<file path="config.mk">
export PLATFORM = sky130hd
export DESIGN_NAME = muldiv_seq
export DESIGN_NICKNAME = d
export VERILOG_FILES = /design/src/rtl/muldiv_seq.sv
export SDC_FILE = /design/constraint.sdc
export NUM_CORES = 1
export LEC_CHECK = 0
export CAP_MARGIN = 0
export CORE_MARGIN = 5
export CORE_UTILIZATION = 56
export DETAILED_ROUTE_END_ITERATION = 8
export PLACE_DENSITY = 0.81
export SYNTH_ARGS = -nofsm -noshare
export SYNTH_HDL_FRONTEND = slang
export SYNTH_SLANG_ARGS = --single-unit
</file>
<file path="constraint.sdc">
create_clock -name clk -period 4.4 [get_ports clk]
set_input_delay 1.32 -clock clk [delete_from_list [all_inputs] [get_ports clk]]
set_output_delay 1.32 -clock clk [all_outputs]
set_load 0.1 [all_outputs]
</file>
<file path="src/rtl/muldiv_seq.sv">
// Iterative RV32M multiply/divide unit: shift-add multiply, restoring divide,
// one op in flight, stalls the front of the pipeline until the result is ready.
module muldiv_seq #(
  parameter int XLEN = 32
) (
  input  logic            clk,
  input  logic            reset,
  input  logic            start,
  input  logic [2:0]      funct3,
  input  logic [XLEN-1:0] op_a,
  input  logic [XLEN-1:0] op_b,
  input  logic            flush,
  output logic            busy,
  output logic            stall,
  output logic            done,
  output logic [XLEN-1:0] result
);

  localparam int CW = $clog2(XLEN) + 1;
  localparam logic [CW-1:0] LAST_ITER = CW'(XLEN - 1);

  localparam logic [1:0] S_IDLE = 2'd0;
  localparam logic [1:0] S_CALC = 2'd1;
  localparam logic [1:0] S_FIX  = 2'd2;
  localparam logic [1:0] S_DONE = 2'd3;

  logic [1:0]        state_reg;
  logic [CW-1:0]     counter_reg;
  logic [2:0]        f3_reg;
  logic              neg_reg;
  logic [XLEN-1:0]   oper_reg;
  logic [2*XLEN-1:0] prod_reg;
  logic [XLEN-1:0]   result_reg;

  // Operand decode in IDLE
  logic              signed_a, signed_b, sign_a, sign_b;
  logic [XLEN-1:0]   mag_a, mag_b;
  logic              is_div, is_rem, b_zero, div_ovf, special;
  logic [XLEN-1:0]   special_res;
  logic              neg_next;

  always_comb begin
    signed_a = (funct3 == 3'b001) || (funct3 == 3'b010) ||
               (funct3 == 3'b100) || (funct3 == 3'b110);
    signed_b = (funct3 == 3'b001) || (funct3 == 3'b100) || (funct3 == 3'b110);
    sign_a   = signed_a & op_a[XLEN-1];
    sign_b   = signed_b & op_b[XLEN-1];
    mag_a    = sign_a ? -op_a : op_a;
    mag_b    = sign_b ? -op_b : op_b;
    is_div   = funct3[2];
    is_rem   = funct3[2] & funct3[1];
    b_zero   = (op_b == '0);
    div_ovf  = funct3[2] & ~funct3[0] &
               (op_a == {1'b1, {(XLEN-1){1'b0}}}) & (op_b == '1);
    special  = is_div & (b_zero | div_ovf);
    if (b_zero)
      special_res = funct3[1] ? op_a : '1;
    else
      special_res = funct3[1] ? '0 : op_a;
    neg_next = is_rem ? sign_a : (sign_a ^ sign_b);
  end

  // One iteration of multiply or divide
  logic [XLEN:0]     mul_sum;
  logic [2*XLEN-1:0] mul_next;
  logic [XLEN:0]     div_shift, div_diff;
  logic [2*XLEN-1:0] div_next;

  always_comb begin
    mul_sum  = {1'b0, prod_reg[2*XLEN-1:XLEN]} + {1'b0, oper_reg};
    mul_next = prod_reg[0] ? {mul_sum, prod_reg[XLEN-1:1]}
                           : {1'b0, prod_reg[2*XLEN-1:1]};
    // prod_reg holds {remainder, quotient} while dividing
    div_shift = prod_reg[2*XLEN-1:XLEN-1];
    div_diff  = div_shift - {1'b0, oper_reg};
    div_next  = div_diff[XLEN] ? {div_shift[XLEN-1:0], prod_reg[XLEN-2:0], 1'b0}
                               : {div_diff[XLEN-1:0], prod_reg[XLEN-2:0], 1'b1};
  end

  // Sign fix-up and word selection
  logic [2*XLEN-1:0] prod_fix;
  logic [XLEN-1:0]   quot_fix, rem_fix, fix_res;

  always_comb begin
    prod_fix = neg_reg ? -prod_reg : prod_reg;
    quot_fix = neg_reg ? -prod_reg[XLEN-1:0] : prod_reg[XLEN-1:0];
    rem_fix  = neg_reg ? -prod_reg[2*XLEN-1:XLEN] : prod_reg[2*XLEN-1:XLEN];
    if (!f3_reg[2])
      fix_res = (f3_reg[1:0] == 2'b00) ? prod_fix[XLEN-1:0] : prod_fix[2*XLEN-1:XLEN];
    else
      fix_res = f3_reg[1] ? rem_fix : quot_fix;
  end

  always_ff @(posedge clk) begin
    if (reset) begin
      state_reg   <= S_IDLE;
      counter_reg <= '0;
      f3_reg      <= '0;
      neg_reg     <= 1'b0;
      oper_reg    <= '0;
      prod_reg    <= '0;
      result_reg  <= '0;
    end else begin
      case (state_reg)
        S_IDLE: begin
          if (start && !flush) begin
            f3_reg      <= funct3;
            neg_reg     <= neg_next;
            counter_reg <= '0;
            oper_reg    <= is_div ? mag_b : mag_a;
            prod_reg    <= {{XLEN{1'b0}}, (is_div ? mag_a : mag_b)};
            if (special) begin
              result_reg <= special_res;
              state_reg  <= S_DONE;
            end else begin
              state_reg  <= S_CALC;
            end
          end
        end
        S_CALC: begin
          if (flush) begin
            state_reg <= S_IDLE;
          end else begin
            prod_reg    <= f3_reg[2] ? div_next : mul_next;
            counter_reg <= counter_reg + 1'b1;
            if (counter_reg == LAST_ITER)
              state_reg <= S_FIX;
          end
        end
        S_FIX: begin
          if (!flush)
            result_reg <= fix_res;
          state_reg <= flush ? S_IDLE : S_DONE;
        end
        default: state_reg <= S_IDLE;
      endcase
    end
  end

  assign busy   = (state_reg != S_IDLE);
  assign stall  = ((state_reg == S_IDLE) && start && !flush) ||
                  (state_reg == S_CALC) || (state_reg == S_FIX);
  assign done   = (state_reg == S_DONE);
  assign result = result_reg;

endmodule

</file>
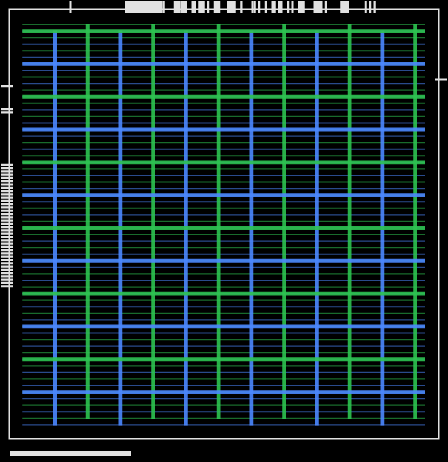
Figure 1: run 1, floorplan with the power grid.
Scale bar: 50 um. Pins as bars on the die edge.
legend:
  VSS:
    color: blue
  VDD:
    color: green
met4 straps: 12
signal pins: 106
rows: 61
met5 straps: 12
met1 rails: 62
y dimension of the die: 177.4 um
Max rail drop VDD: 0.2386 mV

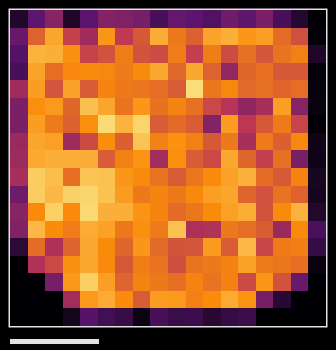
Figure 2: run 1, cell area per tile.
Scale bar: 50 um. 18 x 18 tiles, from black (low) to pale yellow (high), 0 to 100% covered.
tiles over 75% full: 26%
mean over tiles: 57%
fullest tile: 93%
nearly empty tiles: 6.2%
Std-Cell Core Area: 27710 um^2
pre-placement core utilization: 0.5663
utilization after layout: 0.6631

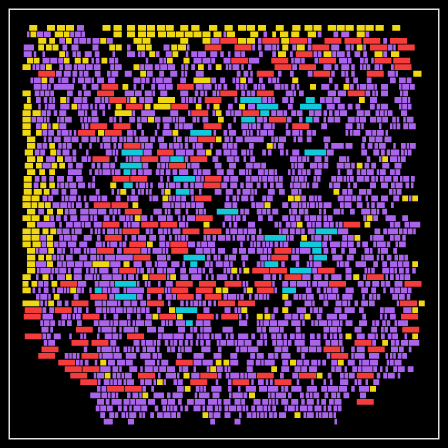
Figure 3: run 1, cell classes on the final placement.
legend:
  clock drivers and dummy loads:
    color: cyan
    cells: 32
  remaining buffers and delay cells:
    color: yellow
    cells: 260
  remaining logic cells:
    color: purple
    cells: 1931
  registers:
    color: red
    cells: 140
proportion of cell area occupied by registers: 0.1527
Cell Rows: 61
final design area excluding fillers: 18370 um^2

==> results.json, run 1 <==
{
  "cts_tree": "yes",
  "synth.mux.area_fraction": 0.05511,
  "vias_per_cell": 6.929,
  "min-delay-path-class": "flop to flop",
  "post_cts.resized_instances": 0,
  "post-route-drc-count": 0,
  "netlist.top_cell.by_instances": "nor2_1",
  "syn-num-nets": 2400,
  "yosys-dominant-comb-family": "AND-OR/OR-AND gates",
  "regToRegEndpoint": "prod_reg[0]",
  "dr_total_vias": 19006,
  "area_growth_from_synthesis_to_layout_pct": 17.10,
  "worst_hold_startpoint": "result[5]",
  "syn_inst": 2257,
  "first_pass_grt_wire_length_um": 99680,
  "ys_ff": 140,
  "criticalPathCategory": "primary input to flop",
  "setup-tns-final_ns": 0,
  "detail_route.iter0.violations": 2998,
  "hold_path_depth": 2,
  "layout-drive-gt1-share": 0.1075,
  "worst_hold_slack_ns": 0.4719,
  "holdPathEnd": "result[5]",
  "post_synth_tally_of_flip_flops_with_integrated_enable": 0,
  "p_clk_frac": 0.333,
  "sequentialPowerShare": 0.311,
  "clock_skew_ns": 0.01683,
  "insertion_delay_ns": 0.45,
  "slew-limit-headroom": 0.2736,
  "synth-cells-yosys": 2257,
  "cts.clk_slew.worst_paths_ns": 0.07,
  "rr_worst_depth": 12,
  "dieArea_um2": 31460,
  "startpoint_type": "primary input",
  "cp.arrival_ns": 4.59,
  "power_attributed_to_sequential_cells_mw": 1.43,
  "worst-endpoint-required_ns": 4.78,
  "drt-total-wl_um": 66370,
  "number_of_setup_violations_in_the_final_report": 0,
  "ant_nets": 0,
  "final_common_cell": "nor2_1",
  "crit-reg2reg-launch": "oper_reg[26]",
  "power_clock_mw": 1.53,
  "synthesis.yosys.warnings": 0,
  "power_switching_share": 0.4106,
  "power_switching_mw": 1.890,
  "first_global_vias": 17023,
  "timing.final.crit_period_ns": 4.212,
  "log.warning_count": 27,
  "syn-mean-instance-area_um2": 6.951,
  "async_flop_share": 0,
  "netlist_area_um2": 15690,
  "ys_top_cells_by_area": "dfxtp_1, a21oi_1, nor2_1",
  "io_pins": 106,
  "power.largest_group": "combinational logic",
  "grt_remaining_overflow": 0,
  "p_comb_frac": 0.356,
  "tightestPinTransition_ns": 1.088,
  "post_synth_ao_oa_area_fraction": 0.3027,
  "setup_repair_after_global_routing_missed_its_margin": "no",
  "place.port_buffers": 105,
  "comb_cell_power_mw": 1.64,
  "status": "completed",
  "globalplace.congestion": 1.073,
  "power-per-cell-area_nw_per_um2": 250.5,
  "grt_start_max_net_pins": 62,
  "grt.total_usage": 0.4057,
  "internal-power_mw": 2.713,
  "post_drt_wl_per_cell_um": 24.20,
  "postSynthSeqShare": 0.1786,
  "fmaxAchievable_mhz": 237.4,
  "cts-root-buf": "clkbuf_16",
  "post-cts-setup-buffers": 0,
  "final_min_period_over_clock_period": 0.9572,
  "critical_path.max_fanout": 23,
  "max_cap_violations": 0
}
-- run 1: layer usage --
metal  vias up  wire length (um)  track usage
li1       8510                 -            -
met1      8837             25740       0.5437
met2      1370             27470       0.5969
met3       285              9245       0.1227
met4         4              3882       0.1895
met5         -                29            0
-- run 1: stage by stage --
| step | worst slack [ns] | cell area [um^2] | cells | utilization |
|---|---|---|---|---|
| 2_1_floorplan | 0.2243 | 15690 | 2257 | - |
| 3_3_place_gp | -0.2141 | 17730 | 2709 | 0.6399 |
| 6_report | 0.1885 | 18370 | 2743 | 0.6631 |
| 3_5_place_dp | -0.2935 | 17730 | 2709 | 0.6399 |
| 5_1_grt | 0.01085 | 18370 | 2741 | 0.6629 |
| 4_1_cts | 0.1750 | 18340 | 2741 | 0.6620 |
-- run 1: worst max-delay path, stage by stage --
cell and delay, ns:
clkdlybuf4s50_1 0.42, inv_1 0.09, ha_1 0.16, or4b_2 0.66, nor4_4 0.29, buf_4 0.17
buf_4 0.13, nor4b_4 0.29, buf_12 0.18, buf_12 0.16, nor2_1 0.05, nor2_1 0.09
a21oi_1 0.06, a221oi_1 0.35, a21oi_1 0.07, nor2_1 0.09
-- run 1: cell type report --
type	instances	area (um^2)
Tap cell	378	473.0
Inverter	60	225.2
Clock buffer	17	425.4
Sequential cell	140	2805
Antenna cell	2	5.005
Multi-Input combinational cell	1871	11980
Clock inverter	15	186.4
Fill cell	2422	9334
Timing Repair Buffer	260	2272
-- run 1: worst max path at each step --
stage / from / to / slack [ns] / cells after the start
floorplan: op_b[0] / result[13] / 0.22 / 12
global placement: op_b[0] / result[7] / -0.21 / 14
detailed placement: op_b[0] / prod_reg[26] / -0.29 / 12
CTS: op_b[0] / prod_reg[26] / 0.17 / 12
global route: op_b[0] / prod_reg[24] / 0.01 / 13
finish: op_b[0] / result[0] / 0.19 / 16
==> run 2, diff against run 1 <==
RECOVER_POWER = 25   (was default)
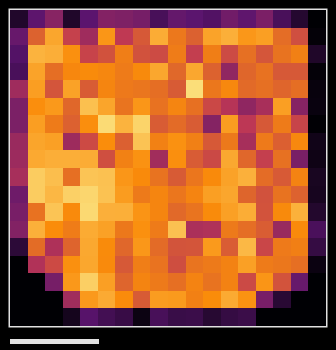
Figure 4: run 2, cell area per tile.
Scale bar: 50 um. 18 x 18 tiles, from black (low) to pale yellow (high), 0 to 100% covered.
utilization after layout: 0.6622

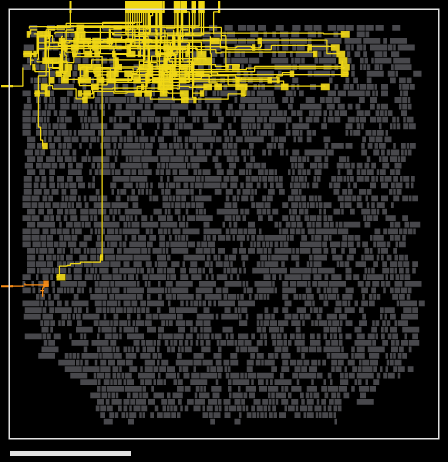
Figure 5: run 2, port wiring.
Scale bar: 50 um.
legend:
  `busy`:
    color: orange
    bits: 1
    direction: output
    end_cells: 1
    buffers: 1
    wire: 21.9 um
  `op_a`:
    color: yellow
    bits: 32
    direction: input
    end_cells: 123
    buffers: 47
    wire: 3710 um
num ports: 106
IO Port Bufs: 105

==> run 2 against run 1 <==
  * Clock power is essentially flat
  * Flip-flop count is the same
  * Setup slack lost 0.018 ns
  * Worst hold slack lost 0.0051 ns
  * Clock-buffer cell count is the same
  * Highest routed layer unchanged
  * Clock skew shrank 0.00090 ns
  * Final area shrank 0.14%
  * Via count shrank 0.75%
  * Sequential share of layout area is essentially flat
  * Register-to-register slack is essentially flat
  * Wire length is essentially flat
  * Die size is the same
==> results.json, run 2 <==
{
  "sequentialPowerShare": 0.311,
  "status": "completed",
  "grt_remaining_overflow": 0,
  "timing.final.crit_period_ns": 4.230,
  "vias_per_cell": 6.880,
  "criticalPathCategory": "primary input to flop",
  "power.largest_group": "combinational logic",
  "globalplace.congestion": 1.073,
  "startpoint_type": "primary input",
  "power-per-cell-area_nw_per_um2": 250.4,
  "detail_route.iter0.violations": 3011,
  "grt.total_usage": 0.4057,
  "global_route.usage.met2": 0.5969,
  "post_synth_tally_of_flip_flops_with_integrated_enable": 0,
  "number_of_buffer_and_inverter_stages_on_the_critical_path": 6,
  "comb_cell_power_mw": 1.64,
  "p_clk_frac": 0.332,
  "power_attributed_to_sequential_cells_mw": 1.43,
  "cp.arrival_ns": 4.61,
  "max-clock-path-buffers": 2,
  "cts_tree": "yes",
  "p_comb_frac": 0.356,
  "met3_track_utilization_from_global_routing": 0.1227,
  "fillCellCount": 2431,
  "synth-cells-yosys": 2257,
  "timing.critical_path.max_delay_family": "simple AND/OR/NAND/NOR gates",
  "setup_repair_after_global_routing_missed_its_margin": "no",
  "layout-drive-gt1-share": 0.1054,
  "power_switching_mw": 1.884,
  "worst_hold_slack_ns": 0.4669,
  "drt-met1-wl_um": 25680,
  "power_switching_share": 0.4101,
  "final_cell_area_um2": 18350,
  "grt_start_max_net_pins": 62,
  "worstPathCellList": "clkdlybuf4s50_1 > inv_1 > ha_1 > or4b_2 > nor4_4 > buf_4 > buf_4 > nor4b_4 > buf_12 > buf_12 > nor2_1 > nor2_1 > a21oi_1 > a221oi_1 > a21oi_1 > nor2_1",
  "routed-wl-met2_um": 27470,
  "synthesis.yosys.warnings": 0,
  "groute.layer.met1.usage": 0.5437,
  "postSynthSeqShare": 0.1786,
  "ys_top_cells_by_area": "dfxtp_1, a21oi_1, nor2_1",
  "min-delay-path-class": "flop to flop",
  "setup_slack_ns": 0.1701,
  "crit_path_max_incr_delay_ns": 0.66,
  "number_of_setup_violations_in_the_final_report": 0,
  "cts-root-buf": "clkbuf_16",
  "first_global_vias": 17023,
  "max_cap_violations": 0,
  "layout.cells.non_filler": 2742,
  "fmaxAchievable_mhz": 236.4,
  "post_drt_wl_per_cell_um": 24.19,
  "setup-tns-final_ns": 0,
  "async_flop_share": 0,
  "initial_core_util": 0.5663,
  "detailed_place.area_um2": 17730,
  "critical_path.max_fanout": 23,
  "dieArea_um2": 31460,
  "topRoutingLayerUsed": "met5",
  "syn-mean-instance-area_um2": 6.951,
  "core_region_area_um2": 27710,
  "internal-power_mw": 2.710,
  "clock_skew_ns": 0.01592,
  "ys_ff": 140,
  "power_clock_mw": 1.53,
  "final_common_cell": "nor2_1",
  "syn_inst": 2257,
  "worst_path_max_delay_cell": "or4b_2",
  "total_length_of_routed_met3_wires_um": 9244,
  "final_min_period_over_clock_period": 0.9613,
  "syn-num-nets": 2400,
  "final-comb-area_um2": 11980,
  "grt_busiest_layer": "met2",
  "post-place-ws_ns": -0.2935,
  "num_rows": 61,
  "area_growth_from_synthesis_to_layout_pct": 16.94,
  "first_pass_grt_wire_length_um": 99680,
  "netlist_area_um2": 15690,
  "insertion_delay_ns": 0.44,
  "netlist.top_cell.by_instances": "nor2_1",
  "place.detailed.instances": 2709,
  "post-cts-setup-buffers": 0,
  "cts.clk_slew.worst_paths_ns": 0.07
}
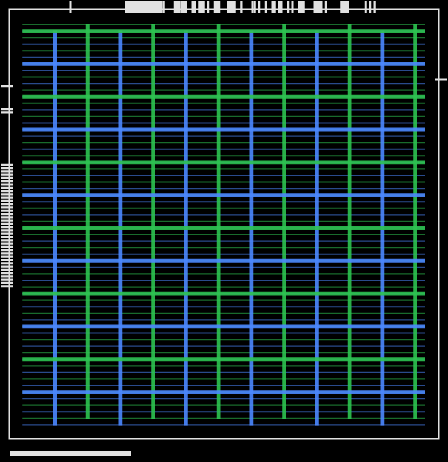
Figure 6: run 2, floorplan with the power grid.
Scale bar: 50 um. Pins as bars on the die edge.
legend:
  VDD:
    color: green
  VSS:
    color: blue
met1 rails: 62
signal pins: 106
met5 straps: 12
met4 straps: 12
width of the die: 177.4 um
Max rail drop VDD: 0.2384 mV

run 2: cell types whose count changed in the layout (fill, tap and decap cells not counted):
cell	change
buf_4	-6
nor2b_1	+1
clkbuf_2	+2
clkdlybuf4s50_1	-32
nor2b_2	-1
clkbuf_1	+4
dlygate4sd3_1	+32
diode_2	-1
run 2: area by class of cell:
| class | count | area share |
|---|---|---|
| Multi-Input combinational cell | 1871 | 0.6528 |
| Clock buffer | 17 | 0.02319 |
| Tap cell | 378 | 0.02578 |
| Inverter | 60 | 0.01228 |
| Timing Repair Buffer | 260 | 0.1228 |
| Sequential cell | 140 | 0.1529 |
| Antenna cell | 1 | 0.0001364 |
| Clock inverter | 15 | 0.01016 |
run 2: worst min-delay path, delay by kind of cell (launching register included):
| family | cells | cell delay [ns] |
|---|---|---|
| AND-OR/OR-AND | 1 | 0.06 |
| AND/OR/NAND/NOR | 1 | 0.05 |
| flip-flops | 1 | 0.31 |
run 2: path summary, 6_finish.rpt:
path                            slack, ns  cells after the start    startpoint          end
worst min register to register       0.47                      2     result[5]    result[5]
worst max register to register       0.30                     12  oper_reg[26]  prod_reg[0]
worst min-delay path                 0.47                      2     result[5]    result[5]
worst max-delay path                 0.17                     16       op_b[0]    result[0]
run 2: repair_timing:
item / 4_1_cts / 5_1_grt
hold buffers: 0 / 0
resized: 0 / 5
setup endpoints to repair: 0 / 9
hold endpoints to repair: 0 / 0
run 2: cell families after synthesis:
group | count (synthesis) | synth area share
compound gates | 734 | 0.3027
xor+xnor | 167 | 0.09323
fa+ha+maj | 88 | 0.06859
buf+inv | 246 | 0.06061
flops | 140 | 0.1786
mux | 83 | 0.05511
simple gates | 799 | 0.2411
No activity file was given, so power comes from the tool's default toggle rates.
